==> run_1/sizing.png <==
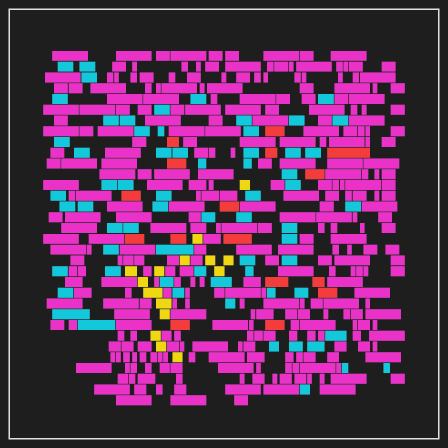
==> run_1/util_map.png <==
The die is cut into 11 by 11 equal tiles; black is low, pale yellow is high, 0 to 100% covered.
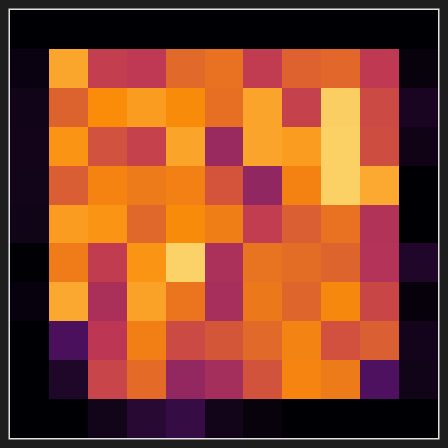
==> run_1/class_map.png <==
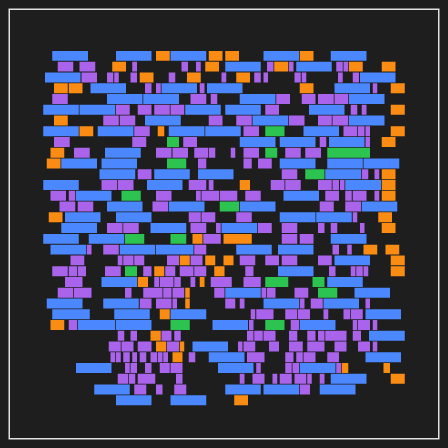
--- config.mk ---
export PLATFORM = sky130hd
export DESIGN_NAME = flow_input
export DESIGN_NICKNAME = d
export VERILOG_FILES = /design/src/rtl/uart_pkg.sv /design/src/rtl/uart_rx_byte.sv /design/src/rtl/flow_input.sv
export SDC_FILE = /design/constraint.sdc
export NUM_CORES = 1
export LEC_CHECK = 0
export CAP_MARGIN = 20
export CORE_MARGIN = 8
export CORE_UTILIZATION = 52
export CTS_CLUSTER_DIAMETER = 80
export DETAILED_ROUTE_END_ITERATION = 7
export GPL_TIMING_DRIVEN = 1
export PLACE_DENSITY_LB_ADDON = 0.05
export RECOVER_POWER = 100
export SLEW_MARGIN = 20
export SYNTH_ARGS = -nofsm -noshare
export SYNTH_HDL_FRONTEND = slang
export SYNTH_HIERARCHICAL = 1
export SYNTH_SLANG_ARGS = --single-unit
--- constraint.sdc ---
create_clock -name sys_clk -period 2.5 [get_ports sys_clk]
set_input_delay 0.25 -clock sys_clk [delete_from_list [all_inputs] [get_ports sys_clk]]
set_output_delay 0.25 -clock sys_clk [all_outputs]
set_load 0.02 [all_outputs]
--- src/rtl/uart_pkg.sv ---
// Shared UART definitions: receive FSM state encoding, baud divisor helpers
// and the byte width, so transmitter and receiver agree on framing.
package uart_pkg;

   localparam int BYTE_W = 8;

   typedef logic [1:0] rx_state_t;

   localparam rx_state_t ST_IDLE  = 2'd0;
   localparam rx_state_t ST_START = 2'd1;
   localparam rx_state_t ST_DATA  = 2'd2;
   localparam rx_state_t ST_STOP  = 2'd3;

   // Clock cycles per bit period (integer division).
   function automatic int calc_bps_cnt(input int clk_freq, input int uart_bps);
      return clk_freq / uart_bps;
   endfunction

   // Cycles from the detected start edge to the middle of the start bit.
   function automatic int calc_half(input int clk_freq, input int uart_bps);
      return (clk_freq / uart_bps) / 2;
   endfunction

endpackage

--- src/rtl/uart_rx_byte.sv ---
// 8N1 byte receiver: synchronises the line, finds the start edge, samples
// every bit in the middle of its period and reports one byte per frame.
// rx_valid / rx_ferr are single-cycle strobes raised in the stop-sample cycle.
module uart_rx_byte
   import uart_pkg::*;
#(
   parameter int CLK_FREQ = 50000000,
   parameter int UART_BPS = 115200
) (
   input  logic       sys_clk,
   input  logic       sys_rst_n,
   input  logic       uart_rxd,
   output logic [7:0] rx_byte,
   output logic       rx_valid,
   output logic       rx_ferr,
   output logic       rx_idle,
   output logic       rx_start
);

   localparam int BPS_CNT = calc_bps_cnt(CLK_FREQ, UART_BPS);
   localparam int HALF    = calc_half(CLK_FREQ, UART_BPS);
   localparam int CNT_W   = $clog2(BPS_CNT + 1);

   localparam logic [CNT_W-1:0] BPS_LAST  = CNT_W'(BPS_CNT - 1);
   localparam logic [CNT_W-1:0] HALF_LAST = CNT_W'(HALF - 1);

   logic             sync1_reg;
   logic             sync2_reg;
   logic             dly_reg;
   rx_state_t        state_reg, state_next;
   logic [CNT_W-1:0] cnt_reg, cnt_next;
   logic [2:0]       bit_reg, bit_next;
   logic [7:0]       shift_reg, shift_next;
   logic             start_edge;
   logic             sample_hit;

   // Synchroniser plus delay flop; reset to the idle-high line level so a
   // reset release can never look like a falling edge.
   always_ff @(posedge sys_clk or negedge sys_rst_n) begin
      if (!sys_rst_n) begin
         sync1_reg <= 1'b1;
         sync2_reg <= 1'b1;
         dly_reg   <= 1'b1;
      end else begin
         sync1_reg <= uart_rxd;
         sync2_reg <= sync1_reg;
         dly_reg   <= sync2_reg;
      end
   end

   assign start_edge = dly_reg & ~sync2_reg;

   // The start bit is sampled half a bit in; all later samples are one full
   // bit apart, which keeps every sample near mid-bit.
   assign sample_hit = (state_reg == ST_START) ? (cnt_reg == HALF_LAST)
                                               : (cnt_reg == BPS_LAST);

   // Frame FSM, bit timer and LSB-first shifter.
   always_comb begin
      state_next = state_reg;
      cnt_next   = cnt_reg + 1'b1;
      bit_next   = bit_reg;
      shift_next = shift_reg;
      rx_valid   = 1'b0;
      rx_ferr    = 1'b0;
      case (state_reg)
         ST_IDLE: begin
            cnt_next = '0;
            if (start_edge) begin
               state_next = ST_START;
               bit_next   = '0;
            end
         end
         ST_START: begin
            if (sample_hit) begin
               cnt_next   = '0;
               // A high line here means the falling edge was only a glitch.
               state_next = sync2_reg ? ST_IDLE : ST_DATA;
            end
         end
         ST_DATA: begin
            if (sample_hit) begin
               cnt_next   = '0;
               shift_next = {sync2_reg, shift_reg[7:1]};
               bit_next   = bit_reg + 1'b1;
               if (bit_reg == 3'd7) begin
                  state_next = ST_STOP;
               end
            end
         end
         ST_STOP: begin
            if (sample_hit) begin
               cnt_next   = '0;
               // Leave at mid-stop so a back-to-back start edge is not missed.
               state_next = ST_IDLE;
               rx_valid   = sync2_reg;
               rx_ferr    = ~sync2_reg;
            end
         end
         default: begin
            state_next = ST_IDLE;
            cnt_next   = '0;
         end
      endcase
   end

   // FSM state registers.
   always_ff @(posedge sys_clk or negedge sys_rst_n) begin
      if (!sys_rst_n) begin
         state_reg <= ST_IDLE;
         cnt_reg   <= '0;
         bit_reg   <= '0;
         shift_reg <= '0;
      end else begin
         state_reg <= state_next;
         cnt_reg   <= cnt_next;
         bit_reg   <= bit_next;
         shift_reg <= shift_next;
      end
   end

   assign rx_byte  = shift_reg;
   assign rx_idle  = (state_reg == ST_IDLE);
   assign rx_start = rx_idle & start_edge;

endmodule

--- src/rtl/flow_input.sv ---
// UART word receiver: gathers BUSW/8 bytes (first byte least significant)
// into a shadow word and publishes it atomically with a one-cycle done pulse.
// A framing error or an over-long idle gap abandons a partially built word.
module flow_input
   import uart_pkg::*;
#(
   parameter int CLK_FREQ = 50000000,
   parameter int UART_BPS = 115200,
   parameter int BUSW     = 32,
   parameter int GAP_BITS = 20
) (
   input  logic            sys_clk,
   input  logic            sys_rst_n,
   input  logic            uart_rxd,
   output logic [BUSW-1:0] uart_dout,
   output logic            uart_done,
   output logic            frame_err
);

   localparam int NBYTES    = BUSW / BYTE_W;
   localparam int BCNT_W    = (NBYTES > 1) ? $clog2(NBYTES) : 1;
   localparam int GAP_LIMIT = GAP_BITS * calc_bps_cnt(CLK_FREQ, UART_BPS);
   localparam int GAP_W     = $clog2(GAP_LIMIT + 1);

   localparam logic [BCNT_W-1:0] LAST_BYTE = BCNT_W'(NBYTES - 1);
   localparam logic [GAP_W-1:0]  GAP_MAX   = GAP_W'(GAP_LIMIT);

   logic [7:0]        rx_byte;
   logic              rx_valid;
   logic              rx_ferr;
   logic              rx_idle;
   logic              rx_start;

   logic [BCNT_W-1:0] byte_cnt_reg, byte_cnt_next;
   logic [BUSW-1:0]   shadow_reg, shadow_next;
   logic [GAP_W-1:0]  idle_cnt_reg, idle_cnt_next;
   logic [BUSW-1:0]   word_next;
   logic [BUSW-1:0]   dout_reg;
   logic              done_reg;
   logic              ferr_reg;
   logic              word_last;

   uart_rx_byte #(
      .CLK_FREQ (CLK_FREQ),
      .UART_BPS (UART_BPS)
   ) u_rx_byte (
      .sys_clk   (sys_clk),
      .sys_rst_n (sys_rst_n),
      .uart_rxd  (uart_rxd),
      .rx_byte   (rx_byte),
      .rx_valid  (rx_valid),
      .rx_ferr   (rx_ferr),
      .rx_idle   (rx_idle),
      .rx_start  (rx_start)
   );

   // Shadow with the incoming byte merged into its lane; this is both the
   // next shadow and, on the last byte, the word to publish.
   for (genvar gi = 0; gi < NBYTES; gi++) begin : g_lane
      assign word_next[gi*BYTE_W +: BYTE_W] =
         (byte_cnt_reg == BCNT_W'(gi)) ? rx_byte : shadow_reg[gi*BYTE_W +: BYTE_W];
   end

   assign word_last = rx_valid && (byte_cnt_reg == LAST_BYTE);

   // Byte counter, shadow update and inter-byte gap timer.
   always_comb begin
      byte_cnt_next = byte_cnt_reg;
      shadow_next   = shadow_reg;
      idle_cnt_next = idle_cnt_reg;

      // Gap timer only runs while a word is partially assembled.
      if (rx_start || (byte_cnt_reg == '0) || !rx_idle) begin
         idle_cnt_next = '0;
      end else if (idle_cnt_reg == GAP_MAX) begin
         idle_cnt_next = '0;
         byte_cnt_next = '0;
      end else begin
         idle_cnt_next = idle_cnt_reg + 1'b1;
      end

      // Byte strobes occur only outside IDLE, so they never race the timer.
      if (rx_ferr) begin
         byte_cnt_next = '0;
      end else if (rx_valid) begin
         shadow_next   = word_next;
         byte_cnt_next = word_last ? '0 : byte_cnt_reg + 1'b1;
      end
   end

   // Assembly state registers.
   always_ff @(posedge sys_clk or negedge sys_rst_n) begin
      if (!sys_rst_n) begin
         byte_cnt_reg <= '0;
         shadow_reg   <= '0;
         idle_cnt_reg <= '0;
      end else begin
         byte_cnt_reg <= byte_cnt_next;
         shadow_reg   <= shadow_next;
         idle_cnt_reg <= idle_cnt_next;
      end
   end

   // Output registers: word, done pulse and framing-error pulse.
   always_ff @(posedge sys_clk or negedge sys_rst_n) begin
      if (!sys_rst_n) begin
         dout_reg <= '0;
         done_reg <= 1'b0;
         ferr_reg <= 1'b0;
      end else begin
         done_reg <= word_last;
         ferr_reg <= rx_ferr;
         if (word_last) begin
            dout_reg <= word_next;
         end
      end
   end

   assign uart_dout = dout_reg;
   assign uart_done = done_reg;
   assign frame_err = ferr_reg;

endmodule

==> results.yml, run 1 <==
# yosys + openroad results
run_status:
  status: "complete, no violations"
setup_path:
  max_stage_delay_ns: 0.50
  r2r_end: "shadow_reg[14]$_DFFE_PN0P_"
  crit_buf_inv: 1
  cp_max_fo: 10
  cpMaxStageDelayCell: "or4_4"
  crit_chain: "nand2b_4, or4_4, a21boi_1, buf_4, and4b_1, nor2b_2, nand2_2, mux2_2"
  setup.worst_path.end_class: "register"
  path_class: "reg2reg"
  crit_required_ns: 2.75
  r2r_slack_ns: 0.10
  cp-start-kind: "register"
  path_delay_family: "simple AND/OR/NAND/NOR gates"
sta:
  slew_headroom_pct: 13.4
  worstMarginPinSlew_ns: 1.30
  slew_violations: 0
  max_freq_mhz: 417
  clock_skew_ns: 0.0130
  whs_ns: 0.361
  min_period_ns: 2.40
  rsz0062_at_grt: "true"
final_layout:
  largest_reg_flops: 32
  final.fill_count: 687
  drive_gt1_share_pct: 23.3
  logic_area_um2: 1810
  final_common_cell: "dfrtp_1"
  nNetsFinal: 420
synthesis:
  ys_seq_share_pct: 56.2
  yosysWarnings: 6
  ys_cells: 356
  netlist_area_um2: 4420
  synthArstFlopShare_pct: 100
  yosys-top-cells-area: "dfrtp_1, mux2_2, mux2i_1"
  synthesis.nets: 369
  synth_top_area_share_pct: 54.4
  synthCells: 356
  ys.flops: 99
  ys_area_um2: 4420
global_routing:
  antenna_found_initial: 0
  grt_overflow: 0
  gr-usage-all-layers_pct: 14.9
  grt_pass1_wl_mm: 13.8
  grt_start_max_net_pins: 58
placement:
  preCtsSetupSlack_ns: 0.00462
  dp_cells: 500
  io_buffer_count: 36
min_path:
  min_to: "u_rx_byte/sync2_reg$_DFF_PN1_"
  hold_start: "u_rx_byte/sync1_reg$_DFF_PN1_"
routing:
  drtPass1Iterations: 5
  drt_first_iter_violations: 95
  routed_via_density: 5.36
  detail_route.wl_per_cell_um: 15.7
  postRouteAntennaNets: 0
  vias: 2770
floorplanning:
  die_w_um: 108
  pin_count: 37
clock_tree:
  cts_made_buffers: 9
  clk_pin_slew_ns: 0.10
  cts_buffer_depth: 2
  cts_tree: "yes"
  root_buffer: "clkbuf_8"
job:
  tool_warnings: 32
-- sizing.png (at the start) --
Cyan is x2, cells 65, most used mux2_2. Magenta is x1 and smaller, cells 316, most used dfrtp_1. Yellow is x3 and x4, cells 15, most used buf_4. Red is x6 and larger, cells 16, most used clkbuf_8.
final worst slack: 0.104 ns
Layout area overhead: 16.9%
Non-clk bufs: 56
Design Area, Final: 5160 um^2

-- util_map.png (at the start) --
The mean over all tiles is 43%. The emptiest ninth of the die: lower left. The fullest tile reaches 90%. 21% of the tiles are nearly empty. The densest ninth of the die: center. 14% of the tiles are over 75% full.
core area: 8220 um^2
final core occ: 62.8%

-- class_map.png (at the start) --
Green is clock drivers and dummy loads, cells 16, share of their area 4.3%. Orange is remaining buffers and delay cells, cells 56, share of their area 10%. Blue is registers, cells 99, share of their area 49%. Purple is remaining logic cells, cells 241, share of their area 36%.
flop share of the area: 48.1%
cell row count: 33

-- run 1: power breakdown --
group          total (W)  internal, W  switching [W]
Clock            0.00110     0.000491       0.000609
Sequential       0.00168      0.00165      0.0000379
Combinational   0.000195    0.0000885       0.000107
Total            0.00298      0.00222       0.000754
-- run 1: what timing repair did --
| action | CTS | global route |
|---|---|---|
| resized | 1 | 0 |
| hold buffers | 1 | 0 |
| gates cloned | 0 | 0 |
| hold endpoints to repair | 50 | 0 |
| endpoints found under the setup margin | 6 | 24 |
-- run 1: synth_stat cells (2+ instances only) --
library cell / instances
buf_4: 3
nor3b_1: 3
a211oi_1: 2
buf_6: 2
xor2_1: 13
mux2_2: 43
nor2_1: 16
nand2_1: 34
nor4b_2: 2
nand2_2: 3
dfstp_2: 3
nand3_1: 9
buf_2: 7
inv_1: 5
nand4_1: 5
clkbuf_1: 3
and4_1: 3
o41ai_1: 2
mux2i_1: 25
xnor2_1: 6
nor2b_1: 4
and3_2: 2
nor3_1: 10
ha_1: 10
o21ai_0: 24
dfrtp_1: 96
-- run 1: stage by stage --
step	area, um^2	util [%]	total power [W]
3_5_place_dp	4970	60.4	0.00192
6_report	5160	62.8	0.00298
3_3_place_gp	4970	60.4	0.00191
5_1_grt	5160	62.8	0.00310
4_1_cts	5190	63.2	0.00302
2_1_floorplan	4420	-	0.00182
-- run 1: how the worst max path moves through the flow --
stage / startpoint / end / slack (ns) / depth (start not counted)
floorplan: register / shadow_reg[10]$_DFFE_PN0P_ / 0.004 / 10
global placement: register / shadow_reg[12]$_DFFE_PN0P_ / 0.05 / 7
detailed placement: register / shadow_reg[10]$_DFFE_PN0P_ / 0.005 / 7
CTS: register / shadow_reg[14]$_DFFE_PN0P_ / 0.09 / 8
global route: register / shadow_reg[15]$_DFFE_PN0P_ / -0.07 / 8
finish: register / shadow_reg[14]$_DFFE_PN0P_ / 0.10 / 8
-- run 1: worst register-to-register path, cell delays in order, from the launching register on --
cell and delay [ns]:
dfrtp_1 0.39, nand2b_4 0.14, or4_4 0.50, a21boi_1 0.19
buf_4 0.19, and4b_1 0.25, nor2b_2 0.08, nand2_2 0.19
mux2_2 0.36
-- run 1: final cells by class --
cell class	instances	share of cell area, %
clock inverter	7	1.79
sequential	99	48.1
clock buffer	9	2.40
multi-input combinational	236	35.1
timing repair buffer	56	9.70
tap	105	2.55
inverter	5	0.364
-- run 1: per-layer routing --
| layer | up-vias | wire [um] | track usage (%) |
|---|---|---|---|
| met1 | 1366 | 3940 | 19.9 |
| met5 | - | 0 | 0 |
| met2 | 46 | 3680 | 22.8 |
| li1 | 1349 | - | - |
| met3 | 9 | 389 | 4.28 |
| met4 | 0 | 99 | 4.46 |
-- run 1: logic make-up (layout without fill, tap and decap cells) --
kind of cell | after synthesis | in the layout | synth area share, %
DFF | 99 | 99 | 56.2
AOI/OAI and AO/OA | 32 | 32 | 4.17
muxes | 68 | 68 | 16.6
adders and majority gates | 10 | 10 | 2.83
and+or+nand+nor | 107 | 107 | 13.6
buffers and inverters | 21 | 77 | 2.83
xor gates and xnor gates | 19 | 19 | 3.77
--- run 2 (diff from run 1) ---
--- a/config.mk
+++ b/config.mk
@@ -6,8 +6,10 @@
 export NUM_CORES = 1
 export LEC_CHECK = 0
 export CAP_MARGIN = 20
+export CELL_PAD_IN_SITES_DETAIL_PLACEMENT = 1
+export CELL_PAD_IN_SITES_GLOBAL_PLACEMENT = 1
 export CORE_MARGIN = 8
-export CORE_UTILIZATION = 52
+export CORE_UTILIZATION = 42
 export CTS_CLUSTER_DIAMETER = 80
 export DETAILED_ROUTE_END_ITERATION = 7
 export GPL_TIMING_DRIVEN = 1
@@ -18,3 +20,4 @@
 export SYNTH_HDL_FRONTEND = slang
 export SYNTH_HIERARCHICAL = 1
 export SYNTH_SLANG_ARGS = --single-unit
+export TNS_END_PERCENT = 30
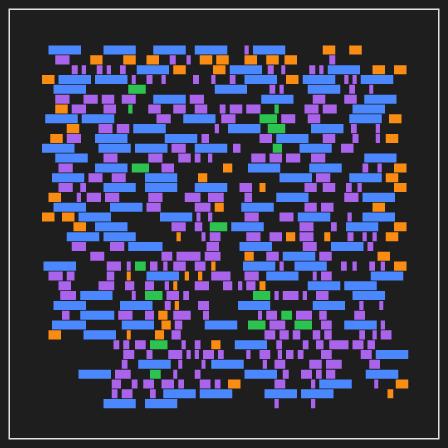
(run_2/class_map.png)
Design Area, Final: 5150 um^2
final core occ: 50.1%
cell row count: 37
flop share of the area: 48.2%

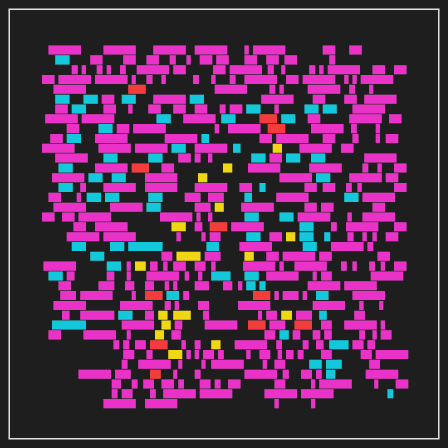
(run_2/sizing.png)
Cyan is x2, cells 63, most used mux2_2. Magenta is x1 and smaller, cells 323, most used dfrtp_1. Yellow is x3 and x4, cells 16, most used buf_4. Red is x6 and larger, cells 11, most used clkbuf_8.
final worst slack: 0.136 ns
Layout area overhead: 16.5%

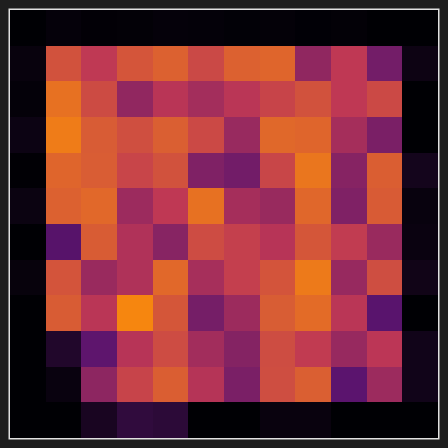
(run_2/util_map.png)
The die is cut into 12 by 12 equal tiles; black is low, pale yellow is high, 0 to 100% covered.
The fullest tile reaches 73%. The densest ninth of the die: center. 20% of the tiles are nearly empty. The mean over all tiles is 35%.
core area: 10,300 um^2
Initial Utilization: 43.0%

==> run 2 against run 1 <==
Core utilization is 13 points lower. Via count is 0.83% higher. Clock-buffer cell count is 3 higher. Critical path type unchanged. Critical endpoint is now uart_dout[24]$_DFFE_PN0P_.
==> results.yml, run 2 <==
# yosys + openroad results
pwr:
  internal_power_w: 0.00212
  sw_frac_of_total_pct: 25.4
  powerDensity_nw_per_um2: 553
  ir_drop_v: 0.000287
  switchingPower_w: 0.000721
  seqPwrFrac_pct: 59.2
  clkPwrFrac_pct: 34.1
  p_comb_share_pct: 6.8
  leakage_nw: 2.44
clock_tree:
  cts_sinks: 99
  cts_tree: "yes"
  cts_setup_buffers: 0
  root_buffer: "clkbuf_8"
  clk_latency_ns: 0.36
  clk_pin_slew_ns: 0.09
  cts_buffer_depth: 2
  cts_made_buffers: 9
  cts-htree-levels: 3
sta:
  whs_ns: 0.364
  worstMarginPinSlew_ns: 0.961
  tns_ns: 0
  max_freq_mhz: 423
  finalClockPeriodUsage_pct: 94.6
  slew_headroom_pct: 35.9
  rsz0062_at_grt: "false"
  clock_skew_ns: 0.0102
  slew_violations: 0
  min_period_ns: 2.36
  setup-violations-final: 0
setup_path:
  cp-start-kind: "register"
  path_delay_family: "simple AND/OR/NAND/NOR gates"
  path_class: "reg2reg"
  crit_buf_inv: 1
  crit_chain: "nand2b_4, or4_4, a21boi_4, and4_4, nand2_1, clkbuf_4, mux2_2"
  cp_max_fo: 35
  crit_required_ns: 2.75
  cp.arrival_ns: 2.61
  cpMaxStageDelayCell: "or4_4"
  setup.worst_path.end_class: "register"
  max_stage_delay_ns: 0.53
floorplanning:
  die_h_um: 119
  die_w_um: 119
  pin_count: 37
  die_area_um2: 14100
synthesis:
  common_cells: "dfrtp_1, mux2_2, nand2_1"
  synthCells: 356
  ff_type: "dfrtp_1"
  top_cell: "dfrtp_1"
  synthArstFlopShare_pct: 100
  synth_top_cell_by_area: "dfrtp_1"
  ys_area_um2: 4420
  yosys-top-cells-area: "dfrtp_1, mux2_2, mux2i_1"
  ys_cells: 356
  synth_top_area_share_pct: 54.4
  netlist_area_um2: 4420
  yosysWarnings: 6
  ys.flops: 99
  synthesis.nets: 369
  ys_seq_share_pct: 56.2
  avgSynthCellArea_um2: 12.4
  yosysUniqueCellTypes: 47
  edf_count: 0
final_layout:
  largest_reg_flops: 32
  nNetsFinal: 421
  final_common_cell: "dfrtp_1"
  final_cell_mix: "dfrtp_1, mux2_2, dlygate4sd3_1, nand2_1, mux2i_1"
  diodes: 0
  final.fill_count: 1110
  drive_gt1_share_pct: 21.8
routing:
  vias: 2793
  drtPass1Iterations: 4
  detail_route.wl_per_cell_um: 16.6
  drt_first_iter_violations: 121
  routed_via_density: 5.09
  postRouteAntennaNets: 0
placement:
  io_buffer_count: 36
  hpwl_mm: 6.33
job:
  tool_warnings: 31
global_routing:
  grt_pass1_vias: 3051
  grt_pass1_wl_mm: 15.7
  antenna_found_initial: 0
  grt_start_max_net_pins: 43
  gr-usage-all-layers_pct: 13.7
  grt_overflow: 0
min_path:
  holdCritPathClass: "reg2reg"
run_status:
  status: "complete, no violations"
## run 2: timing repair
item / CTS / global route
endpoints found under the setup margin: 0 / 33
endpoints found under the hold margin: 34 / 0
hold buffers: 1 / 0
resized: 0 / 4
## run 2: final timing paths
| path | slack, ns | endpoint | depth (start not counted) | start |
|---|---|---|---|---|
| min in group asynchronous | 0.56 | idle_cnt_reg[4]$_DFF_PN0_ | 2 | sys_rst_n |
| max in group asynchronous | 0.46 | u_rx_byte/rx_byte[7]$_DFFE_PN0P_ | 3 | sys_rst_n |
| worst max-delay path | 0.14 | uart_dout[24]$_DFFE_PN0P_ | 7 | register |
| worst min register to register | 0.36 | u_rx_byte/sync2_reg$_DFF_PN1_ | 0 | u_rx_byte/sync1_reg$_DFF_PN1_ |
| worst max register to register | 0.14 | uart_dout[24]$_DFFE_PN0P_ | 7 | register |
| worst min-delay path | 0.36 | u_rx_byte/sync2_reg$_DFF_PN1_ | 0 | u_rx_byte/sync1_reg$_DFF_PN1_ |
## run 2: worst reg2reg max path: cells and delay by family, from the launching register on
family	cells	cell delay (ns)
compound gates	1	0.19
buf+inv	1	0.30
flops	1	0.39
mux	1	0.35
simple gates	4	1.04
## run 2: through the flow
stage | area (um^2) | power, W | util, % | instances | setup WS (ns)
6_report | 5150 | 0.00284 | 50.1 | 549 | 0.136
5_1_grt | 5150 | 0.00298 | 50.1 | 549 | 0.0107
4_1_cts | 5190 | 0.00290 | 50.5 | 549 | 0.0224
3_5_place_dp | 5000 | 0.00193 | 48.6 | 532 | 0.0294
3_3_place_gp | 5000 | 0.00192 | 48.6 | 532 | 0.113
2_1_floorplan | 4420 | 0.00182 | - | 356 | 0.00404
## run 2: layout make-up
| cell class | count | area, um^2 | share of cell area (%) |
|---|---|---|---|
| Timing Repair Buffer | 57 | 478 | 9.29 |
| Inverter | 5 | 18.8 | 0.365 |
| Tap cell | 136 | 170 | 3.31 |
| Clock buffer | 12 | 145 | 2.82 |
| Clock inverter | 4 | 33.8 | 0.656 |
| Multi-Input combinational cell | 236 | 1820 | 35.4 |
| Sequential cell | 99 | 2480 | 48.2 |
## run 2: logic make-up (layout without fill, tap and decap cells)
kind of cell               Yosys count  count (layout)  share of synthesized area (%)
AOI/OAI and AO/OA                   32              32                           4.17
xor gates and xnor gates            19              19                           3.77
adders and majority gates           10              10                           2.83
buffers and inverters               21              78                           2.83
DFF                                 99              99                           56.2
muxes                               68              68                           16.6
and+or+nand+nor                    107             107                           13.6
## run 2: per-layer routing
metal | share of wire [%] | GRT usage, % | routed length, um
met1 | 49 | 17.8 | 4410
met2 | 46 | 21.3 | 4190
met3 | 4.3 | 4.47 | 393
met4 | 1.0 | 4.03 | 93
met5 | 0 | 0 | 0
## run 2: power by group through the flow
stage / registers [W] / clock network [W] / logic, W
after floorplan: 0.00171 / 0 / 0.000102
after global placement: 0.00171 / 0 / 0.000208
after detailed placement: 0.00171 / 0 / 0.000212
after CTS: 0.00168 / 0.00101 / 0.000214
after global routing: 0.00169 / 0.00107 / 0.000221
final: 0.00168 / 0.000968 / 0.000192
Power figures rest on the tool's default switching activity, not on a simulated workload.
